### config.mk
export PLATFORM = sky130hd
export DESIGN_NAME = cla_nibble_serial_addsub_flat
export DESIGN_NICKNAME = d
export VERILOG_FILES = /design/src/rtl/cla_nibble_serial_addsub_if.sv /design/src/rtl/cla_nibble_serial_addsub.sv /design/src/flat_wrapper.sv
export SDC_FILE = /design/constraint.sdc
export NUM_CORES = 1
export LEC_CHECK = 0
export ABC_AREA = 1
export CORE_UTILIZATION = 45
export CTS_BUF_LIST = sky130_fd_sc_hd__clkbuf_16
export DETAILED_ROUTE_END_ITERATION = 8
export PLACE_DENSITY_LB_ADDON = 0.05
export SLEW_MARGIN = 0
export SYNTH_ARGS = -nofsm -noshare
export SYNTH_HDL_FRONTEND = slang
export SYNTH_SLANG_ARGS = --single-unit
export TNS_END_PERCENT = 30
### constraint.sdc
create_clock -name clk -period 2.3 [get_ports clk]
set_input_delay 0.345 -clock clk [delete_from_list [all_inputs] [get_ports clk]]
set_output_delay 0.345 -clock clk [all_outputs]
set_load 0.005 [all_outputs]
### src/rtl/cla_nibble_serial_addsub_if.sv
// Request/response bundle between the ALU sequencer and the nibble-serial add/sub engine.
interface cla_nibble_serial_addsub_if #(
   parameter int unsigned WIDTH = 16
);
   logic             start;
   logic             sub;
   logic             cin;
   logic [WIDTH-1:0] x;
   logic [WIDTH-1:0] y;
   logic             ready;
   logic             done;
   logic [WIDTH-1:0] out;
   logic             cout;
   logic             v;

   modport master (
      output start, sub, cin, x, y,
      input  ready, done, out, cout, v
   );

   modport slave (
      input  start, sub, cin, x, y,
      output ready, done, out, cout, v
   );
endinterface

### src/rtl/cla_nibble_serial_addsub.sv
// WIDTH-bit add/subtract built from one 4-bit carry-look-ahead slice reused
// once per nibble, LSB nibble first; done pulses once the top nibble lands.
module cla_nibble_serial_addsub #(
   parameter int unsigned WIDTH = 16
) (
   input logic                       clk,
   input logic                       rst,
   cla_nibble_serial_addsub_if.slave bus
);
   localparam int unsigned N     = WIDTH / 4;
   localparam int unsigned CNT_W = (N > 1) ? $clog2(N) : 1;
   localparam logic [CNT_W-1:0] LAST = CNT_W'(N - 1);

   generate
      if ((WIDTH % 4) != 0 || WIDTH < 4) begin : g_bad_width
         $error("cla_nibble_serial_addsub: WIDTH must be a multiple of 4 and >= 4");
      end
   endgenerate

   typedef enum logic [1:0] {IDLE, RUN, DONE} state_t;

   state_t           state, state_next;
   logic [WIDTH-1:0] x_q, y_q, out_q;
   logic             sub_q, carry_q, cout_q, v_q, ready_q, done_q;
   logic [CNT_W-1:0] cnt;
   logic             accept_c, step_c, last_c;
   logic [3:0]       a_c, b_c, g_c, p_c, sum_c;
   logic [4:0]       c_c;

   assign bus.ready = ready_q;
   assign bus.done  = done_q;
   assign bus.out   = out_q;
   assign bus.cout  = cout_q;
   assign bus.v     = v_q;

   // State register.
   always_ff @(posedge clk) begin
      if (rst) state <= IDLE;
      else     state <= state_next;
   end

   // Next-state and datapath control decode.
   always_comb begin
      state_next = state;
      accept_c   = 1'b0;
      step_c     = 1'b0;
      last_c     = 1'b0;
      case (state)
         IDLE: begin
            if (bus.start) begin
               accept_c   = 1'b1;
               state_next = RUN;
            end
         end
         RUN: begin
            step_c = 1'b1;
            if (cnt == LAST) begin
               last_c     = 1'b1;
               state_next = DONE;
            end
         end
         DONE:    state_next = IDLE;
         default: state_next = IDLE;
      endcase
   end

   // Handshake outputs registered from the upcoming state.
   always_ff @(posedge clk) begin
      if (rst) begin
         ready_q <= 1'b1;
         done_q  <= 1'b0;
      end else begin
         ready_q <= (state_next == IDLE);
         done_q  <= (state_next == DONE);
      end
   end

   // Shared 4-bit carry-look-ahead slice on the current nibble.
   always_comb begin
      a_c    = x_q[{cnt, 2'b00} +: 4];
      b_c    = y_q[{cnt, 2'b00} +: 4] ^ {4{sub_q}};
      g_c    = a_c & b_c;
      p_c    = a_c ^ b_c;
      c_c[0] = carry_q;
      c_c[1] = g_c[0] | (p_c[0] & c_c[0]);
      c_c[2] = g_c[1] | (p_c[1] & g_c[0]) | (p_c[1] & p_c[0] & c_c[0]);
      c_c[3] = g_c[2] | (p_c[2] & g_c[1]) | (p_c[2] & p_c[1] & g_c[0])
             | (p_c[2] & p_c[1] & p_c[0] & c_c[0]);
      c_c[4] = g_c[3] | (p_c[3] & g_c[2]) | (p_c[3] & p_c[2] & g_c[1])
             | (p_c[3] & p_c[2] & p_c[1] & g_c[0])
             | (p_c[3] & p_c[2] & p_c[1] & p_c[0] & c_c[0]);
      sum_c  = p_c ^ c_c[3:0];
   end

   // Operand capture, per-nibble result write-back and final flags.
   always_ff @(posedge clk) begin
      if (rst) begin
         x_q     <= '0;
         y_q     <= '0;
         sub_q   <= 1'b0;
         carry_q <= 1'b0;
         cnt     <= '0;
         out_q   <= '0;
         cout_q  <= 1'b0;
         v_q     <= 1'b0;
      end else if (accept_c) begin
         x_q     <= bus.x;
         y_q     <= bus.y;
         sub_q   <= bus.sub;
         carry_q <= bus.cin ^ bus.sub;
         cnt     <= '0;
      end else if (step_c) begin
         out_q[{cnt, 2'b00} +: 4] <= sum_c;
         carry_q                  <= c_c[4];
         cnt                      <= last_c ? '0 : cnt + CNT_W'(1);
         if (last_c) begin
            cout_q <= c_c[4] ^ sub_q;
            v_q    <= c_c[4] ^ c_c[3];
         end
      end
   end
endmodule

### src/flat_wrapper.sv
// flat-port wrapper written by rule: the top's interface ports become plain ports
module cla_nibble_serial_addsub_flat 
#(
   parameter int unsigned WIDTH = 16
)
  (clk, rst, bus_start, bus_sub, bus_cin, bus_x, bus_y, bus_ready, bus_done, bus_out, bus_cout, bus_v);
  cla_nibble_serial_addsub_if #(.WIDTH(WIDTH)) bus_i ();
  input logic clk;
  input logic rst;
  input wire logic [$bits(bus_i.start)-1:0] bus_start;
  input wire logic [$bits(bus_i.sub)-1:0] bus_sub;
  input wire logic [$bits(bus_i.cin)-1:0] bus_cin;
  input wire logic [$bits(bus_i.x)-1:0] bus_x;
  input wire logic [$bits(bus_i.y)-1:0] bus_y;
  output wire logic [$bits(bus_i.ready)-1:0] bus_ready;
  output wire logic [$bits(bus_i.done)-1:0] bus_done;
  output wire logic [$bits(bus_i.out)-1:0] bus_out;
  output wire logic [$bits(bus_i.cout)-1:0] bus_cout;
  output wire logic [$bits(bus_i.v)-1:0] bus_v;
  assign bus_i.start = bus_start;
  assign bus_i.sub = bus_sub;
  assign bus_i.cin = bus_cin;
  assign bus_i.x = bus_x;
  assign bus_i.y = bus_y;
  assign bus_ready = bus_i.ready;
  assign bus_done = bus_i.done;
  assign bus_out = bus_i.out;
  assign bus_cout = bus_i.cout;
  assign bus_v = bus_i.v;
  cla_nibble_serial_addsub #(.WIDTH(WIDTH)) u_core (.clk(clk), .rst(rst), .bus(bus_i));
endmodule
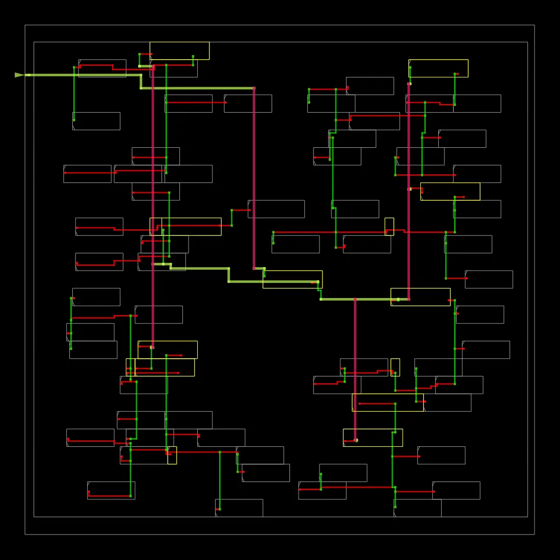
*Clock nets, run 1*
Power Clock: 1240 µW
number of flip-flops and latches: 58
source-to-sink clock delay at the later pin of the worst-skew pair: 0.32 ns
number of buffers created by CTS: 9

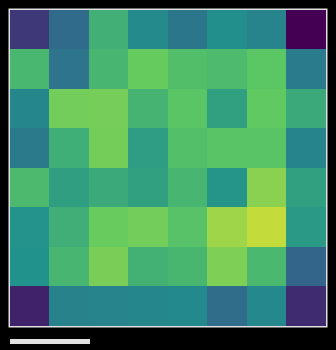
*Placement density heat map, run 1*
Scale bar: 20 µm. The die is cut into 8 by 8 equal tiles; dark purple is low, yellow is high, 0 to 100% covered.
fullest tile: 91%
nearly empty tiles: 1.6%
mean over tiles: 58%
Init Core Util: 0.473
area of the core: 0.00561 mm²
share of the core filled with cells: 0.654

==> summary.txt, run 1 <==
From the run reports.

- The flow ran to the end, and the final reports show no timing, DRC or antenna violations.
- Setup repair after global routing could not meet its margin everywhere.
- Per the OpenROAD timing report, the critical path contains 10 cells.
- The depth of the CTS H-tree is 3.
- The mux share of post-synthesis cell area reads 0.
- The highest fanout seen on the critical path reads 8.
- The final weighted congestion in routability-driven placement reads 0.803.
- The path class of the lowest-slack min-delay path is flop to flop.
- The destination of the worst register-to-register timing path reads u_core.bus.out[13]$_SDFFE_PP0P_.
- The maximum ir drop on the vdd rail is 0.520 mV.
- The filler cells instantiated in the layout total 518.
- After layout, the worst setup slack is 0.122 ns.
- The routed wire length reads 6000 µm.
- The quantity of I/O buffers inserted on ports is 56.
- Of all the cell area in the finished design, non-clock buffers hold 0.191.
- After technology mapping, the gate count stands at 354.
- The number of antenna violations at the first check in global routing reads 0.
- The worst setup path is of the flop to flop kind.
- The synthesis report lists the most area-consuming cells as dfxtp_1 44%, nor2_1 12%, o21ai_0 8.5%, nand2_1 6.2%, ha_1 5.2%.
- Counting the inverters off the clock network in the layout gives 21.
- The layout report lists the combined flip-flop and latch area as 0.00117 mm².
- The count of instances resized after the clock tree is built is 1.
- The portion of the post-synthesis area used by sequential elements reads 0.438.
- The smallest hold slack reads 0.460 ns.
- The main flop type after synthesis is dfxtp_1.
- The most common library cell in the layout ignoring fill and taps reads nor2_1.
- The number of enable flip-flop cells is 0.
- The flop share of the area is 0.318.
- The total track usage is 0.209.
- The power per cell area is 783 mW/mm².
- The design draws 2870 µW.
- The via density per instance reads 4.91.
- The worst reg-to-reg setup slack reads 0.12 ns.
- The detailed placer reported the number of placed instances as 476.
- The detailed-routing iteration count for the pre-antenna-repair pass reads 4.
- The DRC violations left reads 0.
- The total via count after detailed routing reads 2431.
- The clock root buffer reads clkbuf_16.
- The area fraction in full adders, half adders and majority gates is 0.0594.
- The most frequent cell after synthesis reads nor2_1.
- The standby leakage power is 0.00149 µW.
- The most used routing layer in global routing is met2.
- Setup violations remaining at the end of the flow were counted as 0.
- The worst-case clock skew is 0.00617 ns.
- The buffer count from post-CTS setup fixing is 0.
- The largest net degree at the start of global routing is 39.
- The non-clock buffer count in the final layout is 73.
- The count of warnings emitted by yosys reads 0.
- The clock period minus final worst setup slack is 2.18 ns.
- The portion of total power attributed to the clock network is 0.432.
- By count the netlist is led by 84 x nor2_1, 58 x dfxtp_1, 45 x o21ai_0.
- The count of unique library cells instantiated by Yosys reads 30.
- Per the final report, max-transition violations number 0.
- Counting instances, the worst hold path has a depth of 2.
- The final-stage net count is 468.
- The critical path data required time is 2.55 ns.
- The height of the die is 78.8 µm.
- The combinational cell power is 518 µW.
- The worst slew margin relative to its limit reads 0.782.
- The remaining antenna violation count is 0.
- The die covers 0.00621 mm².
- The portion of the layout cell area used by clock cells is 0.0750.
- The cell-mix breakdown from Yosys lists the simple-gate area share as 0.248.
- The post-synthesis sequential element count is 58.
- The cell-internal power reads 2120 µW.
- Switching power as a fraction of the total was reported as 0.262.
- The total nets after synthesis reads 403.
- STA on the placed design reports a worst setup slack of -0.0104 ns.
- The average instance in the mapped netlist occupies 7.50 µm².
- The post-route non-filler standard cell count is 495.
- The biggest combinational cell group after synthesis is simple AND/OR/NAND/NOR gates.
- The tally of OpenROAD warnings is 33.
- From left edge to right edge, the die measures 78.8 µm.
- The first-pass GRT wire length reads 9920 µm.
- The share of the synthesized area in the top cell type reads 0.438.
- The relative area change from synthesis to final layout reads 38.3%.
- The routed metal-1 wirelength reads 2820 µm.
- 0 antenna diodes ended up in the layout.
- The synthesized netlist occupies a cell area of 0.00265 mm².
- The post-layout period usage of the worst path reads 0.947.
- The logic depth of the worst register-to-register path is 10.
- The number of multi-input combinational cells is 256.
- Looking at hold timing, the worst path starts from u_core.bus.out[3]$_SDFFE_PP0P_.
- The synthesized-area fraction occupied by xor and xnor cells is 0.0231.
- The area recorded from the Yosys report for this design is 0.00265 mm².
- The share of power burned in combinational logic reads 0.180.
- The largest stage delay on the critical path is 0.37 ns.
- The routed length on met2 reads 2820 µm.
- The proportion of register bits with asynchronous set or reset after synthesis is 0.
- The capture endpoint of the worst hold path reads u_core.bus.out[3]$_SDFFE_PP0P_.
- The floorplan report gives the top-level pin count as 57.
- The TritonCTS sink count reads 58.
- The met3 usage in global routing reads 0.0437.
- The number of buffers inserted by hold repair at cts is 0.
- The number of maximum-capacitance constraint violations reads 0.
- The clock-pin transition on the worst setup and hold timing paths reads 0.05 ns.
- In the power breakdown, the biggest contributor is the clock network.
- The biggest area consumer among synthesized cells reads dfxtp_1.
- The worst setup path is launched from a flop.
- The number of cells in the yosys synthesis report is 354.
- The via count of the first global-routing pass reads 2189.
- The sum of met3 wire segment lengths after detailed routing is 207 µm.
- The total grt overflow is 0.
- The DRC marker count from the first detailed-route iteration is 104.
- The upper clock frequency limit is 459 MHz.
- The proportion of layout cells with a drive suffix above 1 is 0.121.
- The combinational share of cell area reads 0.369.
- The post-detailed-placement half-perimeter wirelength reads 4350 µm.
- The post-synthesis share of cell area spent on and-or and or-and gates is 0.166.
- The critical path data arrival time reads 2.43 ns.
- The portion of total power attributed to sequential cells is 0.387.
- The multi-input gate area in the final layout is 0.00136 mm².
- The floorplan has 27 rows.
- The number of buffers on the longest clock path is 2.
- The highest signal layer in the routed design reads met4.
- Summed over all failing endpoints, the final setup total negative slack is 0 ns.
- On met2, the global router reports a usage of 0.335.
- In this run the critical register-to-register path is launched from u_core.cnt[0]$_SDFFE_PP0P_.
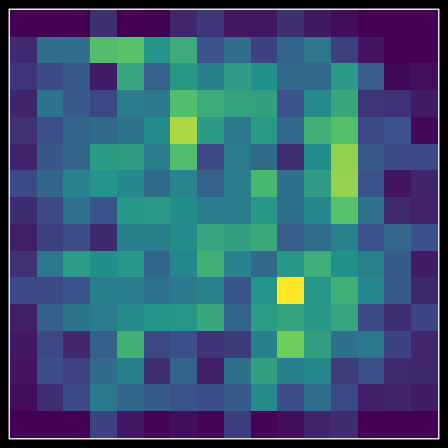
*Routed metal per tile, run 1*
The die is cut into 16 by 16 equal tiles; dark purple is low, yellow is high, scaled to the fullest tile. Values are wire area over tile area, all layers added.
mean over tiles: 0.15
nearly empty tiles: 7.4%
fullest tile: 0.48
densest ninth of the die: centre
tiles over half the peak: 22%

==> run 2: changes to the inputs <==
--- a/config.mk
+++ b/config.mk
@@ -6,11 +6,11 @@
 export NUM_CORES = 1
 export LEC_CHECK = 0
 export ABC_AREA = 1
+export CORE_ASPECT_RATIO = 1.1
 export CORE_UTILIZATION = 45
 export CTS_BUF_LIST = sky130_fd_sc_hd__clkbuf_16
 export DETAILED_ROUTE_END_ITERATION = 8
 export PLACE_DENSITY_LB_ADDON = 0.05
-export SLEW_MARGIN = 0
 export SYNTH_ARGS = -nofsm -noshare
 export SYNTH_HDL_FRONTEND = slang
 export SYNTH_SLANG_ARGS = --single-unit
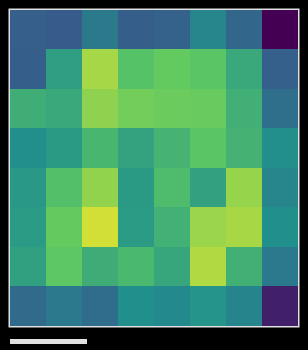
*Placement density heat map, run 2*
Scale bar: 20 µm. The die is cut into 8 by 8 equal tiles; dark purple is low, yellow is high, 0 to 100% covered.
fullest tile: 93%
mean over tiles: 57%
nearly empty tiles: 1.6%

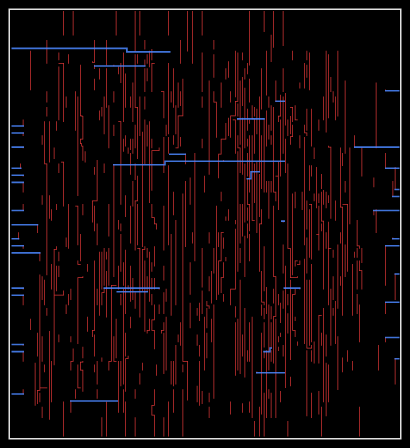
*Routed metal, one colour a layer, run 2*
Only two layers are drawn.
| colour | layer | wire length |
|---|---|---|
| red | M2 | 3130 µm |
| blue | M3 | 192 µm |
DRT Wirelength: 6010 µm
GR Util All Layers: 0.214

==> run 2 against run 1 <==
Via count increased by 2.9%. Sequential power about the same. Synthesized area unchanged. Non-clock buffer count fell by 1. Critical endpoint is now u_core.bus.out[7]$_SDFFE_PP0P_. Largest cell class unchanged.
==> summary.txt, run 2 <==
From the run reports.

- The smallest hold slack is 0.459 ns (was 0.460 ns).
- The upper clock frequency limit is 456 MHz (was 459 MHz).
- The maximum ir drop on the vdd rail came to 0.439 mV (was 0.520 mV).
- The routed metal-1 wirelength is 2600 µm (was 2820 µm).
- The buffer share of cell area is 0.189 (was 0.191).
- The proportion of register bits with asynchronous set or reset after synthesis is 0 (unchanged).
- The clock root buffer reads clkbuf_16 (unchanged).
- The highest fanout seen on the critical path was 8 (unchanged).
- The DRC marker count from the first detailed-route iteration is 54 (was 104).
- The area fraction in full adders, half adders and majority gates is 0.0594 (unchanged).
- The number of standard-cell rows in the floorplan is 28 (was 27).
- The final-stage net count came to 467 (was 468).
- The non-clock buffer count in the final layout is 72 (was 73).
- The destination of the worst register-to-register timing path reads u_core.bus.out[7]$_SDFFE_PP0P_ (was u_core.bus.out[13]$_SDFFE_PP0P_).
- The synthesized-area fraction occupied by and/or/nand/nor cells reads 0.248 (unchanged).
- The routed length on met2 came to 3130 µm (was 2820 µm).
- The depth of the CTS H-tree is 3 (unchanged).
- The number of multi-input combinational cells is 256 (unchanged).
- The number of buffers inserted by hold repair at cts is 0 (unchanged).
- Run status: finished, final reports clean (unchanged).
- The number of antenna violations at the first check in global routing reads 0 (unchanged).
- The tally of OpenROAD warnings is 33 (unchanged).
- The summed standard-cell area reported by yosys came to 0.00265 mm² (unchanged).
- The main flop type after synthesis reads dfxtp_1 (unchanged).
- The remaining antenna violation count came to 0 (unchanged).
- The switching share of total power came to 0.267 (was 0.262).
- The count of unique library cells instantiated by Yosys came to 30 (unchanged).
- The highest signal layer in the routed design is met4 (unchanged).
- The TritonCTS sink count is 58 (unchanged).
- The overall power after layout came to 2750 µW (was 2870 µW).
- The number of maximum-capacitance constraint violations was 0 (unchanged).
- The combinational cell power reads 531 µW (was 518 µW).
- The total nets after synthesis reads 403 (unchanged).
- The path class of the lowest-slack min-delay path is flop to flop (unchanged).
- The multi-input gate area in the final layout reads 0.00136 mm² (about the same).
- The capture endpoint of the worst hold path reads u_core.bus.out[10]$_SDFFE_PP0P_ (was u_core.bus.out[3]$_SDFFE_PP0P_).
- The synthesized instance count reads 354 (unchanged).
- The via count of the first global-routing pass is 2258 (was 2189).
- The portion of the layout cell area used by clock cells is 0.0693 (was 0.0750).
- The most used routing layer in global routing reads met2 (unchanged).
- The biggest area consumer among synthesized cells is dfxtp_1 (unchanged).
- The number of cells on the critical path reads 13 (was 10).
- Commonest cells in the netlist: 84 x nor2_1, 58 x dfxtp_1, 45 x o21ai_0 (unchanged).
- The biggest combinational cell group after synthesis reads simple AND/OR/NAND/NOR gates (unchanged).
- The most frequent cell after synthesis reads nor2_1 (unchanged).
- The count of warnings emitted by yosys is 0 (unchanged).
- The total via count after detailed routing is 2501 (was 2431).
- The power group with the highest consumption is sequential cells (was the clock network).
- The launching element type of the critical path is a flop (unchanged).
- The cell-internal power came to 2020 µW (was 2120 µW).
- The post-detailed-placement half-perimeter wirelength was 4340 µm (was 4350 µm).
- The via density per instance is 5.03 (was 4.91).
- The later-pin clock latency in the skew report is 0.32 ns (about the same).
- The post-synthesis sequential element count came to 58 (unchanged).
- The relative area change from synthesis to final layout is 36.8% (was 38.3%).
- The combined area of all synthesized cells is 0.00265 mm² (unchanged).
- The DRC violations left reads 0 (unchanged).
- The clock-pin transition on the worst setup and hold timing paths is 0.05 ns (about the same).
- The quantity of I/O buffers inserted on ports is 56 (unchanged).
- The portion of the post-synthesis area used by sequential elements is 0.438 (unchanged).
- The critical path data required time is 2.55 ns (about the same).
- The share of power burned in combinational logic is 0.193 (was 0.180).
- The share of the synthesized area in the top cell type is 0.438 (unchanged).
- The number of enable flip-flop cells reads 0 (unchanged).
- The number of buffers on the longest clock path is 2 (unchanged).
- The count of sequential standard cells is 58 (unchanged).
- The critical hold path startpoint reads u_core.bus.out[10]$_SDFFE_PP0P_ (was u_core.bus.out[3]$_SDFFE_PP0P_).
- The post-synthesis share of cell area spent on and-or and or-and gates is 0.166 (unchanged).
- The met3 usage in global routing was 0.0461 (was 0.0437).
- The portion of total power attributed to sequential cells reads 0.404 (was 0.387).
- The power per cell area reads 758 mW/mm² (was 783 mW/mm²).
- The combinational share of cell area reads 0.374 (was 0.369).
- The mean cell area of the mapped netlist came to 7.50 µm² (unchanged).
- The worst setup path category is flop to flop (unchanged).
- The final weighted congestion in routability-driven placement is 0.792 (was 0.803).
- The width of the die was 75.2 µm (was 78.8 µm).
- The number of inverters outside the clock class in the layout reads 21 (unchanged).
- The worst slew margin relative to its limit reads 0.789 (was 0.782).
- The final-report max-slew violation count is 0 (unchanged).
- The final-layout fill cell count is 536 (was 518).
- Main area contributors: dfxtp_1 44%, nor2_1 12%, o21ai_0 8.5%, nand2_1 6.2%, ha_1 5.2% (unchanged).
- The minimum setup slack after placement is 0.0519 ns (was -0.0104 ns).
Power and IR drop assume default switching activity.
